**config.mk**
```make
export PLATFORM = sky130hd
export DESIGN_NAME = conv_job_scheduler_flat
export DESIGN_NICKNAME = d
export VERILOG_FILES = /design/src/rtl/conv_job_scheduler_if.sv /design/src/rtl/conv_job_scheduler.sv /design/src/flat_wrapper.sv
export SDC_FILE = /design/constraint.sdc
export NUM_CORES = 1
export LEC_CHECK = 0
export CORE_AREA = 4 4 123 113
export DETAILED_ROUTE_END_ITERATION = 8
export DIE_AREA = 0 0 127 117
export GPL_TIMING_DRIVEN = 0
export PLACE_DENSITY = 0.81
export SYNTH_ARGS = -nofsm -noshare
export SYNTH_HDL_FRONTEND = slang
export SYNTH_SLANG_ARGS = --single-unit
```
**constraint.sdc**
```tcl
create_clock -name i_clk -period 13.9 [get_ports i_clk]
set_input_delay 2.78 -clock i_clk [delete_from_list [all_inputs] [get_ports i_clk]]
set_output_delay 2.78 -clock i_clk [all_outputs]
set_load 0.05 [all_outputs]
```
**src/rtl/conv_job_scheduler_if.sv**
```systemverilog
// Host config, engine job and output SRAM write signals of the
// convolution job scheduler, with scheduler (slave) and driver (master) views.
interface conv_job_scheduler_if #(
  parameter int DATA_WIDTH = 8,
  parameter int ADDR_WIDTH = 10,
  parameter int DIM_WIDTH  = 6
);
  logic                  i_start;
  logic [ADDR_WIDTH-1:0] i_img_base;
  logic [ADDR_WIDTH-1:0] i_out_base;
  logic [DIM_WIDTH-1:0]  i_img_rows;
  logic [DIM_WIDTH-1:0]  i_img_cols;
  logic [2:0]            i_stride;
  logic                  o_conv_start;
  logic [ADDR_WIDTH-1:0] o_win1_addr;
  logic [ADDR_WIDTH-1:0] o_win2_addr;
  logic                  o_win2_valid;
  logic                  i_conv_done;
  logic [DATA_WIDTH-1:0] i_result1;
  logic [DATA_WIDTH-1:0] i_result2;
  logic                  o_wr_en;
  logic [ADDR_WIDTH-1:0] o_wr_addr;
  logic [DATA_WIDTH-1:0] o_wr_data;
  logic                  o_busy;
  logic                  o_done;
  logic                  o_err;

  modport slave (
    input  i_start, i_img_base, i_out_base,
    input  i_img_rows, i_img_cols, i_stride,
    input  i_conv_done, i_result1, i_result2,
    output o_conv_start, o_win1_addr, o_win2_addr,
    output o_win2_valid, o_wr_en, o_wr_addr,
    output o_wr_data, o_busy, o_done, o_err
  );

  modport master (
    output i_start, i_img_base, i_out_base,
    output i_img_rows, i_img_cols, i_stride,
    output i_conv_done, i_result1, i_result2,
    input  o_conv_start, o_win1_addr, o_win2_addr,
    input  o_win2_valid, o_wr_en, o_wr_addr,
    input  o_wr_data, o_busy, o_done, o_err
  );
endinterface

```
**src/rtl/conv_job_scheduler.sv**
```systemverilog
// Raster-order job sequencer: issues paired-window convolution jobs,
// waits for the engine and writes both results to the output SRAM.
module conv_job_scheduler #(
  parameter int KERNEL_SIZE = 3,
  parameter int DATA_WIDTH  = 8,
  parameter int ADDR_WIDTH  = 10,
  parameter int DIM_WIDTH   = 6
) (
  input logic                  i_clk,
  input logic                  i_rst,
  conv_job_scheduler_if.slave  bus
);

  localparam logic [2:0] S_IDLE  = 3'd0;
  localparam logic [2:0] S_ISSUE = 3'd1;
  localparam logic [2:0] S_WAIT  = 3'd2;
  localparam logic [2:0] S_WR1   = 3'd3;
  localparam logic [2:0] S_WR2   = 3'd4;
  localparam logic [2:0] S_ADV   = 3'd5;
  localparam logic [2:0] S_DONE  = 3'd6;

  localparam logic [DIM_WIDTH-1:0] K = DIM_WIDTH'(KERNEL_SIZE);

  logic [2:0]            state;
  logic [DIM_WIDTH-1:0]  ow;
  logic [DIM_WIDTH-1:0]  oh;
  logic [DIM_WIDTH-1:0]  orow;
  logic [DIM_WIDTH:0]    oc;
  logic [2:0]            stride;
  logic [ADDR_WIDTH-1:0] row_base;
  logic [ADDR_WIDTH-1:0] col_off;
  logic [ADDR_WIDTH-1:0] row_step;
  logic [ADDR_WIDTH-1:0] out_ptr;
  logic [DATA_WIDTH-1:0] res1;
  logic [DATA_WIDTH-1:0] res2;
  logic                  err;

  logic                  cfg_bad;
  logic [DIM_WIDTH-1:0]  div_s;
  logic [DIM_WIDTH-1:0]  ow_calc;
  logic [DIM_WIDTH-1:0]  oh_calc;
  logic [DIM_WIDTH+2:0]  step_prod;
  logic [ADDR_WIDTH-1:0] win1;
  logic [ADDR_WIDTH-1:0] win2;
  logic                  win2_valid;
  logic [DIM_WIDTH:0]    oc_next;

  assign cfg_bad = (bus.i_stride == 3'd0)
                 || (bus.i_img_rows < K)
                 || (bus.i_img_cols < K);

  // Divisor forced non-zero; a zero stride is rejected by cfg_bad anyway
  assign div_s = DIM_WIDTH'((bus.i_stride == 3'd0) ? 3'd1 : bus.i_stride);
  assign ow_calc = (bus.i_img_cols - K) / div_s + 1'b1;
  assign oh_calc = (bus.i_img_rows - K) / div_s + 1'b1;
  assign step_prod = {{DIM_WIDTH{1'b0}}, bus.i_stride}
                   * {3'b000, bus.i_img_cols};

  assign win1 = row_base + col_off;
  assign win2 = win1 + ADDR_WIDTH'(stride);
  assign win2_valid = (oc + 1'b1) < {1'b0, ow};
  assign oc_next = oc + 2'd2;

  always_ff @(posedge i_clk) begin
    if (i_rst) begin
      state    <= S_IDLE;
      ow       <= '0;
      oh       <= '0;
      orow     <= '0;
      oc       <= '0;
      stride   <= '0;
      row_base <= '0;
      col_off  <= '0;
      row_step <= '0;
      out_ptr  <= '0;
      res1     <= '0;
      res2     <= '0;
      err      <= 1'b0;
    end else begin
      unique case (state)
        S_IDLE: begin
          if (bus.i_start) begin
            ow       <= ow_calc;
            oh       <= oh_calc;
            orow     <= '0;
            oc       <= '0;
            stride   <= bus.i_stride;
            row_base <= bus.i_img_base;
            col_off  <= '0;
            row_step <= ADDR_WIDTH'(step_prod);
            out_ptr  <= bus.i_out_base;
            err      <= cfg_bad;
            state    <= cfg_bad ? S_DONE : S_ISSUE;
          end
        end
        S_ISSUE: state <= S_WAIT;
        S_WAIT: begin
          if (bus.i_conv_done) begin
            res1  <= bus.i_result1;
            res2  <= bus.i_result2;
            state <= S_WR1;
          end
        end
        S_WR1: begin
          out_ptr <= out_ptr + 1'b1;
          state   <= win2_valid ? S_WR2 : S_ADV;
        end
        S_WR2: begin
          out_ptr <= out_ptr + 1'b1;
          state   <= S_ADV;
        end
        S_ADV: begin
          // Row wrap keeps row_base as a running sum instead of orow*S*C
          if (oc_next >= {1'b0, ow}) begin
            oc       <= '0;
            col_off  <= '0;
            orow     <= orow + 1'b1;
            row_base <= row_base + row_step;
            state    <= (orow + 1'b1 == oh) ? S_DONE : S_ISSUE;
          end else begin
            oc      <= oc_next;
            col_off <= col_off + ADDR_WIDTH'({stride, 1'b0});
            state   <= S_ISSUE;
          end
        end
        S_DONE: state <= S_IDLE;
        default: state <= S_IDLE;
      endcase
    end
  end

  assign bus.o_conv_start = (state == S_ISSUE);
  assign bus.o_win1_addr  = win1;
  assign bus.o_win2_addr  = win2;
  assign bus.o_win2_valid = win2_valid;
  assign bus.o_wr_en      = (state == S_WR1) || (state == S_WR2);
  assign bus.o_wr_addr    = out_ptr;
  assign bus.o_wr_data    = (state == S_WR1) ? res1
                          : (state == S_WR2) ? res2
                          : '0;
  assign bus.o_busy       = (state != S_IDLE);
  assign bus.o_done       = (state == S_DONE);
  assign bus.o_err        = (state == S_DONE) && err;

endmodule

```
**src/flat_wrapper.sv**
```systemverilog
// flat-port wrapper written by rule: the top's interface ports become plain ports
module conv_job_scheduler_flat 
#(
  parameter int KERNEL_SIZE = 3,
  parameter int DATA_WIDTH  = 8,
  parameter int ADDR_WIDTH  = 10,
  parameter int DIM_WIDTH   = 6
)
  (i_clk, i_rst, bus_i_start, bus_i_img_base, bus_i_out_base, bus_i_img_rows, bus_i_img_cols, bus_i_stride, bus_i_conv_done, bus_i_result1, bus_i_result2, bus_o_conv_start, bus_o_win1_addr, bus_o_win2_addr, bus_o_win2_valid, bus_o_wr_en, bus_o_wr_addr, bus_o_wr_data, bus_o_busy, bus_o_done, bus_o_err);
  conv_job_scheduler_if #(.DATA_WIDTH(DATA_WIDTH), .ADDR_WIDTH(ADDR_WIDTH), .DIM_WIDTH(DIM_WIDTH)) bus_i ();
  input logic i_clk;
  input logic i_rst;
  input wire logic [$bits(bus_i.i_start)-1:0] bus_i_start;
  input wire logic [$bits(bus_i.i_img_base)-1:0] bus_i_img_base;
  input wire logic [$bits(bus_i.i_out_base)-1:0] bus_i_out_base;
  input wire logic [$bits(bus_i.i_img_rows)-1:0] bus_i_img_rows;
  input wire logic [$bits(bus_i.i_img_cols)-1:0] bus_i_img_cols;
  input wire logic [$bits(bus_i.i_stride)-1:0] bus_i_stride;
  input wire logic [$bits(bus_i.i_conv_done)-1:0] bus_i_conv_done;
  input wire logic [$bits(bus_i.i_result1)-1:0] bus_i_result1;
  input wire logic [$bits(bus_i.i_result2)-1:0] bus_i_result2;
  output wire logic [$bits(bus_i.o_conv_start)-1:0] bus_o_conv_start;
  output wire logic [$bits(bus_i.o_win1_addr)-1:0] bus_o_win1_addr;
  output wire logic [$bits(bus_i.o_win2_addr)-1:0] bus_o_win2_addr;
  output wire logic [$bits(bus_i.o_win2_valid)-1:0] bus_o_win2_valid;
  output wire logic [$bits(bus_i.o_wr_en)-1:0] bus_o_wr_en;
  output wire logic [$bits(bus_i.o_wr_addr)-1:0] bus_o_wr_addr;
  output wire logic [$bits(bus_i.o_wr_data)-1:0] bus_o_wr_data;
  output wire logic [$bits(bus_i.o_busy)-1:0] bus_o_busy;
  output wire logic [$bits(bus_i.o_done)-1:0] bus_o_done;
  output wire logic [$bits(bus_i.o_err)-1:0] bus_o_err;
  assign bus_i.i_start = bus_i_start;
  assign bus_i.i_img_base = bus_i_img_base;
  assign bus_i.i_out_base = bus_i_out_base;
  assign bus_i.i_img_rows = bus_i_img_rows;
  assign bus_i.i_img_cols = bus_i_img_cols;
  assign bus_i.i_stride = bus_i_stride;
  assign bus_i.i_conv_done = bus_i_conv_done;
  assign bus_i.i_result1 = bus_i_result1;
  assign bus_i.i_result2 = bus_i_result2;
  assign bus_o_conv_start = bus_i.o_conv_start;
  assign bus_o_win1_addr = bus_i.o_win1_addr;
  assign bus_o_win2_addr = bus_i.o_win2_addr;
  assign bus_o_win2_valid = bus_i.o_win2_valid;
  assign bus_o_wr_en = bus_i.o_wr_en;
  assign bus_o_wr_addr = bus_i.o_wr_addr;
  assign bus_o_wr_data = bus_i.o_wr_data;
  assign bus_o_busy = bus_i.o_busy;
  assign bus_o_done = bus_i.o_done;
  assign bus_o_err = bus_i.o_err;
  conv_job_scheduler #(.KERNEL_SIZE(KERNEL_SIZE), .DATA_WIDTH(DATA_WIDTH), .ADDR_WIDTH(ADDR_WIDTH), .DIM_WIDTH(DIM_WIDTH)) u_core (.i_clk(i_clk), .i_rst(i_rst), .bus(bus_i));
endmodule
```
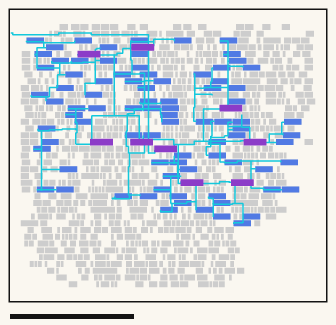
Run 1: clock distribution
Bar = 50 um.
legend:
  cyan:
    item: clock wires
    length: 1080 um
  purple:
    item: clock drivers
    count: 9
  blue:
    item: flip-flops
    count: 85
routed clock nets: 10
clock latency on the worst-skew pair: 0.34 ns
maximum clock skew at final layout: 0.00579 ns

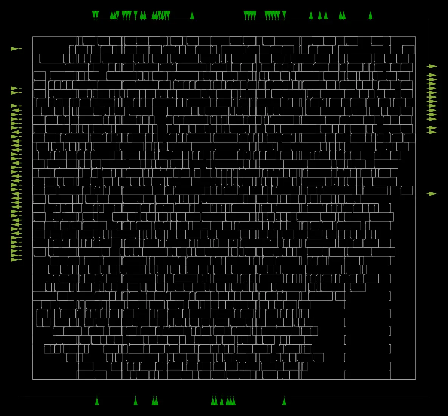
Run 1: placed standard cells
number of well taps: 164
area inside the core boundary: 0.0126 mm^2
fillcell total: 1123
count of non-filler cells in the finished layout: 1164

==> impl_metrics.toml, run 1 <==
# generated from flow reports
[run_status]
outcome = "complete, no violations"

[clock_network]
htree_levels = 3
hold_fix_buffers_at_cts = 0

[finish]
area.share.sequential_pct = 20.2
multi_input_comb_area_mm2 = 0.00486
clock_area_share_pct = 3.83

[pwr]
clockPowerShare_pct = 20.0
power_switching_share_pct = 44.1

[flow_run]
warning_count = 33

[synthesis]
top_area_share_pct = 24.5
netlist_instances = 890
synth_stat.cells = 890
post-synth-top-count-cell = "sky130_fd_sc_hd__nand2_1"
synth_seq_share_pct = 24.5

[worst_setup_path]
worstPathArrival_ns = 12.33
critical_path_class = "input pin to flop"
crit_path_top_delay_cell = "sky130_fd_sc_hd__nor3_1"
worst_stage_delay_on_the_critical_path_ns = 0.72

[drt]
route.antenna.remaining_nets = 0

[die]
rows = 39

[global_routing]
grt_pass1_vias = 6393
global_route.overflow_total = 0

[placement]
detailedPlacementHpwl_um = 14200
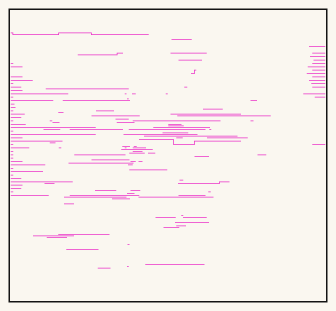
Run 1: metal 3
wire length on this layer: 1310 um
nets with wire on the layer: 114
share of all routed wire: 7.2%
final routed wirelength across all metal layers: 18200 um
met3 Resource Use GR: 5.17%

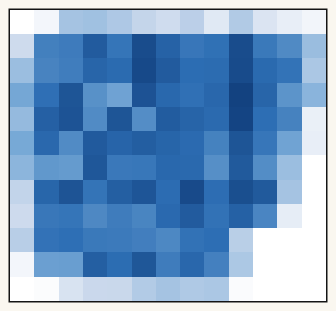
Run 1: local utilization
13 x 12 tiles, from white (low) to dark blue (high), 0 to 100% covered.
mean over tiles: 55%
emptiest ninth of the die: bottom right
densest ninth of the die: middle
Init Core Util: 55.3%
post-layout utilization of the core: 66.9%

[run 1: worst paths after layout]
path,to,slack (ns),cells after the start
setup reg to reg,u_core.orow[2],10.66,12
setup / recovery,u_core.ow[2],1.84,41
hold / removal,u_core.res2[0],0.46,2
hold reg to reg,u_core.res2[0],0.46,2
[run 1: logic make-up after synthesis]
logic type	synth area share (%)
multiplexers	1.91
XOR/XNOR	6.65
AND/OR/NAND/NOR	21.8
AND-OR/OR-AND	22.4
buffers and inverters	5.66
flip-flops	24.5
adder cells (fa/ha/maj)	17.0
[run 1: cells in the final DEF, fill, tap and decap left out, types with 7 or more instances in the layout]
| cell | count |
|---|---|
| sky130_fd_sc_hd__clkdlybuf4s50_1 | 93 |
| sky130_fd_sc_hd__and3_1 | 13 |
| sky130_fd_sc_hd__ha_1 | 82 |
| sky130_fd_sc_hd__nand2_1 | 108 |
| sky130_fd_sc_hd__dfxtp_1 | 85 |
| sky130_fd_sc_hd__or3_1 | 7 |
| sky130_fd_sc_hd__nor2_1 | 86 |
| sky130_fd_sc_hd__a21o_1 | 16 |
| sky130_fd_sc_hd__clkbuf_1 | 33 |
| sky130_fd_sc_hd__o21a_1 | 12 |
| sky130_fd_sc_hd__fa_1 | 8 |
| sky130_fd_sc_hd__nor3_1 | 33 |
| sky130_fd_sc_hd__a21oi_1 | 86 |
| sky130_fd_sc_hd__nand2b_1 | 8 |
| sky130_fd_sc_hd__clkbuf_16 | 9 |
| sky130_fd_sc_hd__o21ai_0 | 37 |
| sky130_fd_sc_hd__nor2b_1 | 11 |
| sky130_fd_sc_hd__xor2_1 | 25 |
| sky130_fd_sc_hd__xnor2_1 | 26 |
| sky130_fd_sc_hd__nand3_1 | 18 |
| sky130_fd_sc_hd__a22oi_1 | 7 |
| sky130_fd_sc_hd__a211oi_1 | 19 |
| sky130_fd_sc_hd__a22o_1 | 8 |
| sky130_fd_sc_hd__and2_1 | 7 |
| sky130_fd_sc_hd__inv_1 | 50 |
[run 1: layer usage]
metal  GRT usage (%)  part of all wire, %  vias to the layer above
met5               0                    0                        -
li1                -                    -                     3372
met1            34.1                   47                     3153
met2            40.2                   45                      213
met4            6.36                  1.6                        0
met3            5.17                  7.2                       30
[run 1: power groups by stage]
stage | combinational (mW) | sequential, mW | clock, mW
floorplan | 0.518 | 0.334 | 0
global placement | 0.703 | 0.319 | 0
detailed placement | 0.719 | 0.320 | 0
CTS | 0.725 | 0.315 | 0.263
global route | 0.804 | 0.320 | 0.274
finish | 0.730 | 0.317 | 0.262
[run 1: worst max-delay path: cells and delay by family]
kind	cells	cell delay (ns)
AND-OR/OR-AND	16	2.95
XOR/XNOR	1	0.17
adder cells (fa/ha/maj)	7	2.08
buffers and inverters	5	1.07
multiplexers	1	0.42
AND/OR/NAND/NOR	11	2.87
[run 1: stage by stage]
step | cell area (um^2) | hold slack, ns | setup slack, ns
floorplan | 6960 | 0.432 | 3.39
global placement | 8090 | 0.443 | 1.76
detailed placement | 8090 | 0.447 | 1.62
CTS | 8420 | 0.456 | 1.97
global route | 8420 | 0.482 | 1.13
finish | 8420 | 0.456 | 1.84
Run 1, ports around the boundary:
Pins as bars across the die edge, other pins in grey.
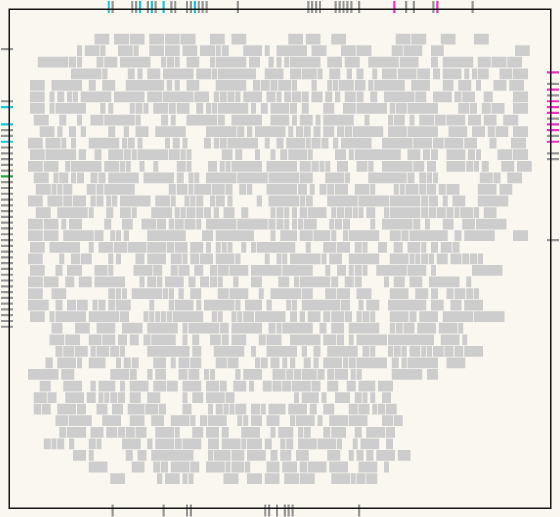

## Run 2: what changed since run 1
Settings changed: SLEW_MARGIN from default to 20.
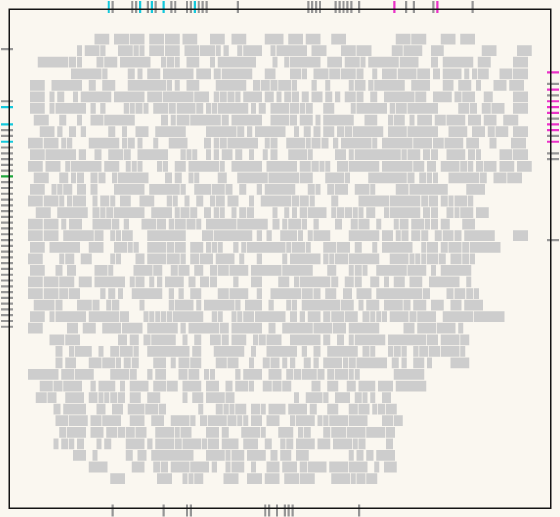
Run 2: ports around the boundary
Pins as bars across the die edge, other pins in grey.
legend:
  cyan:
    port: bus_i_result1
    pins: 8
    direction: input
    edge: 5 top, 3 left
  green:
    port: bus_o_wr_en
    pins: 1
    direction: output
    edge: left
  magenta:
    port: bus_o_win2_addr
    pins: 10
    direction: output
    edge: 8 right, 2 top
input/output buffers: 93
DIE WIDTH: 127 um
height of the chip: 117 um

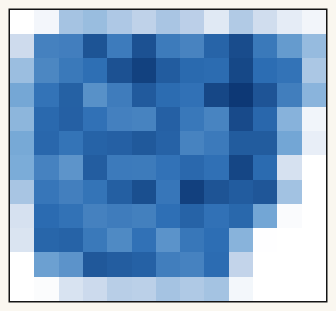
Run 2: local utilization
13 x 12 tiles, from white (low) to dark blue (high), 0 to 100% covered.
nearly empty tiles: 10%
densest ninth of the die: middle
tiles over 75% full: 31%
post-layout utilization of the core: 66.9%

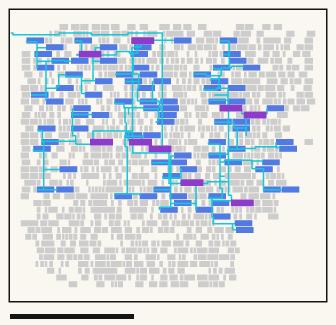
Run 2: clock distribution
Bar = 50 um.
legend:
  purple:
    item: clock drivers
    count: 9
  blue:
    item: flip-flops
    count: 85
  cyan:
    item: clock wires
    length: 1060 um
routed clock nets: 10
Clock power frac: 20.0%
Clock net power: 0.262 mW
maximum clock skew at final layout: 0.00702 ns
clock latency on the worst-skew pair: 0.35 ns

==> impl_metrics.toml, run 2 <==
# generated from flow reports
[drt]
route.met3.wl_um = 1170
top_layer = "met4"
dr_wl_met2_um = 8310
totalWireLength_um = 18300
route.antenna.remaining_nets = 0

[pwr]
power_switching_share_pct = 44.0

[flow_run]
warning_count = 33

[worst_setup_path]
crit_path_top_delay_cell = "sky130_fd_sc_hd__nor3_1"
worst_setup_ep = "u_core.ow[2]"
critical_path.reg2reg.endpoint = "u_core.orow[2]"
regToRegSetupSlack_ns = 10.73

[run_status]
outcome = "complete, no violations"

[clock_network]
htree_levels = 3

[global_routing]
grt_pass1_vias = 6426
global_route.overflow_total = 0

[finish]
lay_top_count = "sky130_fd_sc_hd__nand2_1"
layout_top_cells = "108 x sky130_fd_sc_hd__nand2_1, 93 x sky130_fd_sc_hd__clkdlybuf4s50_1, 86 x sky130_fd_sc_hd__nor2_1, 86 x sky130_fd_sc_hd__a21oi_1, 85 x sky130_fd_sc_hd__dfxtp_1"

[timing]
final_critical_path_setup_slack_ns = 1.84

[synthesis]
post-synth-top-count-cell = "sky130_fd_sc_hd__nand2_1"
synth_stat.cells = 890

[placement]
detailedPlacementHpwl_um = 14200

[die]
floorplan.core_util_pct = 55.3
rows = 39
==> run 2: cell counts after synthesis <==
No cell type changed its count.
==> run 2: logic make-up (layout without fill, tap and decap cells) <==
| logic type | after synthesis | count (layout) | share of synthesized area [%] |
|---|---|---|---|
| XOR/XNOR | 52 | 52 | 6.65 |
| multiplexers | 12 | 12 | 1.91 |
| flip-flops | 85 | 85 | 24.5 |
| adder cells (fa/ha/maj) | 90 | 90 | 17.0 |
| AND-OR/OR-AND | 235 | 235 | 22.4 |
| AND/OR/NAND/NOR | 325 | 325 | 21.8 |
| buffers and inverters | 91 | 200 | 5.66 |
==> run 2: power by group through the flow <==
stage | Combinational (mW) | Clock [mW] | Sequential, mW
floorplan | 0.518 | 0 | 0.334
global placement | 0.703 | 0 | 0.319
global route | 0.804 | 0.274 | 0.320
detailed placement | 0.720 | 0 | 0.320
finish | 0.730 | 0.262 | 0.316
CTS | 0.726 | 0.262 | 0.315
==> run 2: how the worst min path moves through the flow <==
stage | from | slack (ns) | end
final | u_core.res2[0] | 0.45 | u_core.res2[0]
after global routing | u_core.res1[0] | 0.48 | u_core.res1[0]
after CTS | u_core.res1[2] | 0.46 | u_core.res1[2]
after detailed placement | u_core.res1[2] | 0.45 | u_core.res1[2]
after global placement | u_core.res1[1] | 0.44 | u_core.res1[1]
after floorplan | u_core.ow[2] | 0.43 | u_core.ow[2]
==> run 2: per-stage QoR <==
stage	std cells	hold slack (ns)	instance area, um^2
floorplan	890	0.432	6960
global placement	1147	0.443	8090
detailed placement	1147	0.447	8100
CTS	1163	0.456	8420
global route	1163	0.480	8430
finish	1163	0.453	8430
==> run 2: final cells by class <==
type | count | area, um^2
plain buffers | 40 | 203
clock buffers | 9 | 225
clock inverters | 7 | 97.6
fillers | 1119 | 4160
inverters | 51 | 191
multi-input cells | 714 | 4870
flip-flops and latches | 85 | 1700
well taps | 164 | 205
repair buffers | 93 | 931
==> run 2: worst max-delay path: cells and delay by family <==
family | cells | cell delay [ns]
fa+ha+maj | 7 | 2.07
buf+inv | 5 | 1.07
compound gates | 16 | 2.95
xor+xnor | 1 | 0.16
mux | 1 | 0.42
simple gates | 11 | 2.85
==> run 2: layer usage <==
metal,vias to the layer above,track usage (%)
li1,3367,-
met1,3154,34.4
met4,0,6.65
met2,221,41.0
met5,-,0
met3,24,3.90
Run 2, placed standard cells:
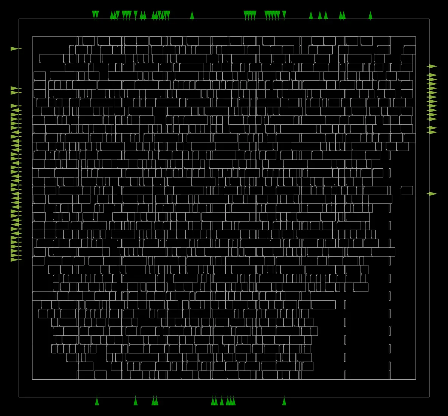

## Run 3: what changed since run 2
Settings changed: CORE_AREA 4 4 123 113 to 4 4 118 109, DIE_AREA 0 0 127 117 to 0 0 122 113, PLACE_DENSITY 0.81 to 0.86.
Clock period 13.9 ns to 14.7 ns, I/O delays scaled along.
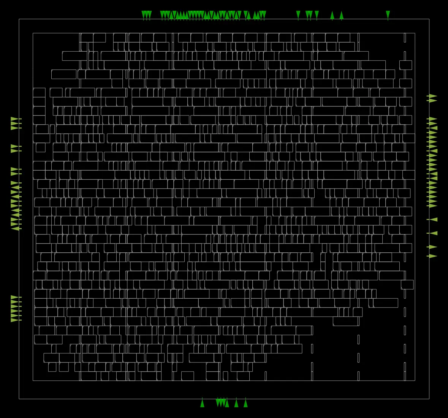
Run 3: placed standard cells
count of non-filler cells in the finished layout: 1159
fraction of area in registers: 20.2%
fillcell total: 970
post-layout utilization of the core: 71.7%
Seq Cell Count: 85

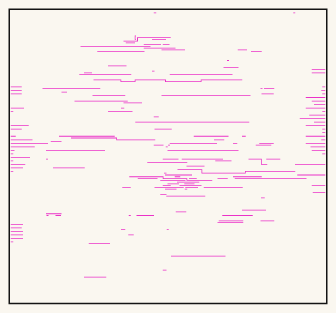
Run 3: metal 3
Vias: 6805
final routed wirelength across all metal layers: 19000 um
met3 Resource Use GR: 5.55%

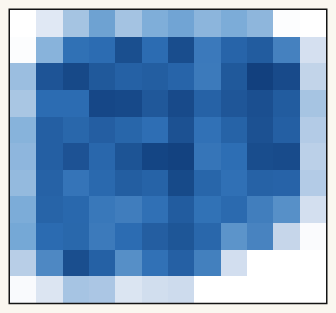
Run 3: local utilization
12 x 11 tiles, from white (low) to dark blue (high), 0 to 100% covered.
nearly empty tiles: 9.1%
emptiest ninth of the die: bottom right
tiles over 75% full: 47%
mean over tiles: 60%
area inside the core boundary: 0.0117 mm^2
Init Core Util: 59.2%

==> impl_metrics.toml, run 3 <==
# generated from flow reports
[run_status]
outcome = "complete, no violations"

[timing]
timing.clock.skew_ns = 0.0101
fmaxAchievable_ghz = 0.0820

[clock_network]
htree_levels = 3
buffer_cell_driving_the_clock_tree_root = "sky130_fd_sc_hd__clkbuf_16"
clock_insertion_delay_worst_skew_ns = 0.35
hold_fix_buffers_at_cts = 0

[worst_setup_path]
critical_path_class = "input pin to flop"
worst_stage_delay_on_the_critical_path_ns = 0.72
crit_path_top_delay_cell = "sky130_fd_sc_hd__nor3_1"
timing.critical_path.max_delay_family = "AND-OR/OR-AND gates"
cp.buffers_inverters = 5
worstPathArrival_ns = 12.47

[drt]
wire_per_inst_um = 16.4

[finish]
layout_top_cells = "108 x sky130_fd_sc_hd__nand2_1, 93 x sky130_fd_sc_hd__clkdlybuf4s50_1, 86 x sky130_fd_sc_hd__nor2_1, 86 x sky130_fd_sc_hd__a21oi_1, 85 x sky130_fd_sc_hd__dfxtp_1"
lay_top_count = "sky130_fd_sc_hd__nand2_1"
antennaDiodeCount = 0

[placement]
dpl.cell_count = 1143
detailedPlacementHpwl_um = 14800
portBuffers = 93

[synthesis]
synthFlopType = "sky130_fd_sc_hd__dfxtp_1"
synth_seq_share_pct = 24.5
netlist_instances = 890
top_area_share_pct = 24.5
synth.yosys.chip_area_mm2 = 0.00696
synth_stat.cells = 890

[global_routing]
global_route.overflow_total = 0
grt_pass1_vias = 6359

[die]
floorplan.die.width_um = 122
height_of_the_chip_um = 113
rows = 38

[pwr]
power_switching_share_pct = 45.0
clockPowerShare_pct = 19.7
power.static_leakage_nw = 3.56

[flow_run]
warning_count = 33

[min_path]
hold_start = "u_core.res1[4]"
-- run 3: cell types whose count changed in the layout (fill, tap and decap cells not counted), sizes merged --
cell,previous run,this run
bufinv,2,1
clkinvlp,2,1
clkinv,2,3
inv,52,53
-- run 3: path summary, 6_finish.rpt --
| kind | to | slack (ns) | cells past startpoint |
|---|---|---|---|
| setup / recovery | u_core.ow[2] | 2.51 | 41 |
| hold / removal | u_core.res1[4] | 0.46 | 2 |
| hold reg to reg | u_core.res1[4] | 0.46 | 2 |
| setup reg to reg | u_core.orow[3] | 11.53 | 11 |
-- run 3: metal layers --
layer	global-route usage [%]	vias up	share of wire, %
li1	-	3358	-
met1	36.0	3174	45
met2	44.8	231	47
met3	5.55	42	6.3
met4	9.86	0	2.2
met5	0	-	0
-- run 3: power groups by stage --
stage | sequential, mW | clock (mW) | combinational, mW
global route | 0.304 | 0.251 | 0.757
detailed placement | 0.303 | 0 | 0.679
CTS | 0.298 | 0.244 | 0.686
floorplan | 0.315 | 0 | 0.490
global placement | 0.301 | 0 | 0.660
finish | 0.299 | 0.242 | 0.690
-- run 3: kinds of logic (layout without fill, tap and decap cells) --
kind of cell / count (synthesis) / in the layout / share of synthesized area [%]
compound gates: 235 / 235 / 22.4
xor+xnor: 52 / 52 / 6.65
fa+ha+maj: 90 / 90 / 17.0
buf+inv: 91 / 200 / 5.66
flops: 85 / 85 / 24.5
mux: 12 / 12 / 1.91
simple gates: 325 / 325 / 21.8
-- run 3: layout make-up --
| type | count | area (um^2) | share of cell area, % |
|---|---|---|---|
| tap | 160 | 200 | 2.38 |
| timing repair buffer | 93 | 931 | 11.1 |
| inverter | 51 | 191 | 2.27 |
| clock buffer | 9 | 225 | 2.67 |
| clock inverter | 7 | 93.8 | 1.11 |
| sequential | 85 | 1700 | 20.2 |
| multi-input combinational | 714 | 4870 | 57.9 |
| buffer | 40 | 203 | 2.41 |
-- run 3: stage by stage --
stage	cell area (um^2)	setup slack [ns]	hold slack (ns)	power, mW	util, %
2_1_floorplan	6960	4.03	0.432	0.805	-
3_3_place_gp	8090	2.52	0.441	0.961	68.9
3_5_place_dp	8100	2.31	0.451	0.982	69.0
4_1_cts	8420	2.64	0.460	1.23	71.7
5_1_grt	8420	1.62	0.473	1.31	71.7
6_report	8420	2.51	0.461	1.23	71.7
-- run 3: worst reg2reg max path: stages, from the launching register on --
cell	delay, ns
sky130_fd_sc_hd__dfxtp_1	0.44
sky130_fd_sc_hd__ha_1	0.30
sky130_fd_sc_hd__ha_1	0.29
sky130_fd_sc_hd__o21a_1	0.11
sky130_fd_sc_hd__o21a_1	0.16
sky130_fd_sc_hd__o21a_1	0.16
sky130_fd_sc_hd__o21ai_0	0.37
sky130_fd_sc_hd__a21oi_1	0.17
sky130_fd_sc_hd__nor2_1	0.36
sky130_fd_sc_hd__clkbuf_1	0.45
sky130_fd_sc_hd__o21ai_0	0.17
sky130_fd_sc_hd__a21oi_1	0.14
Power and IR drop assume default switching activity.
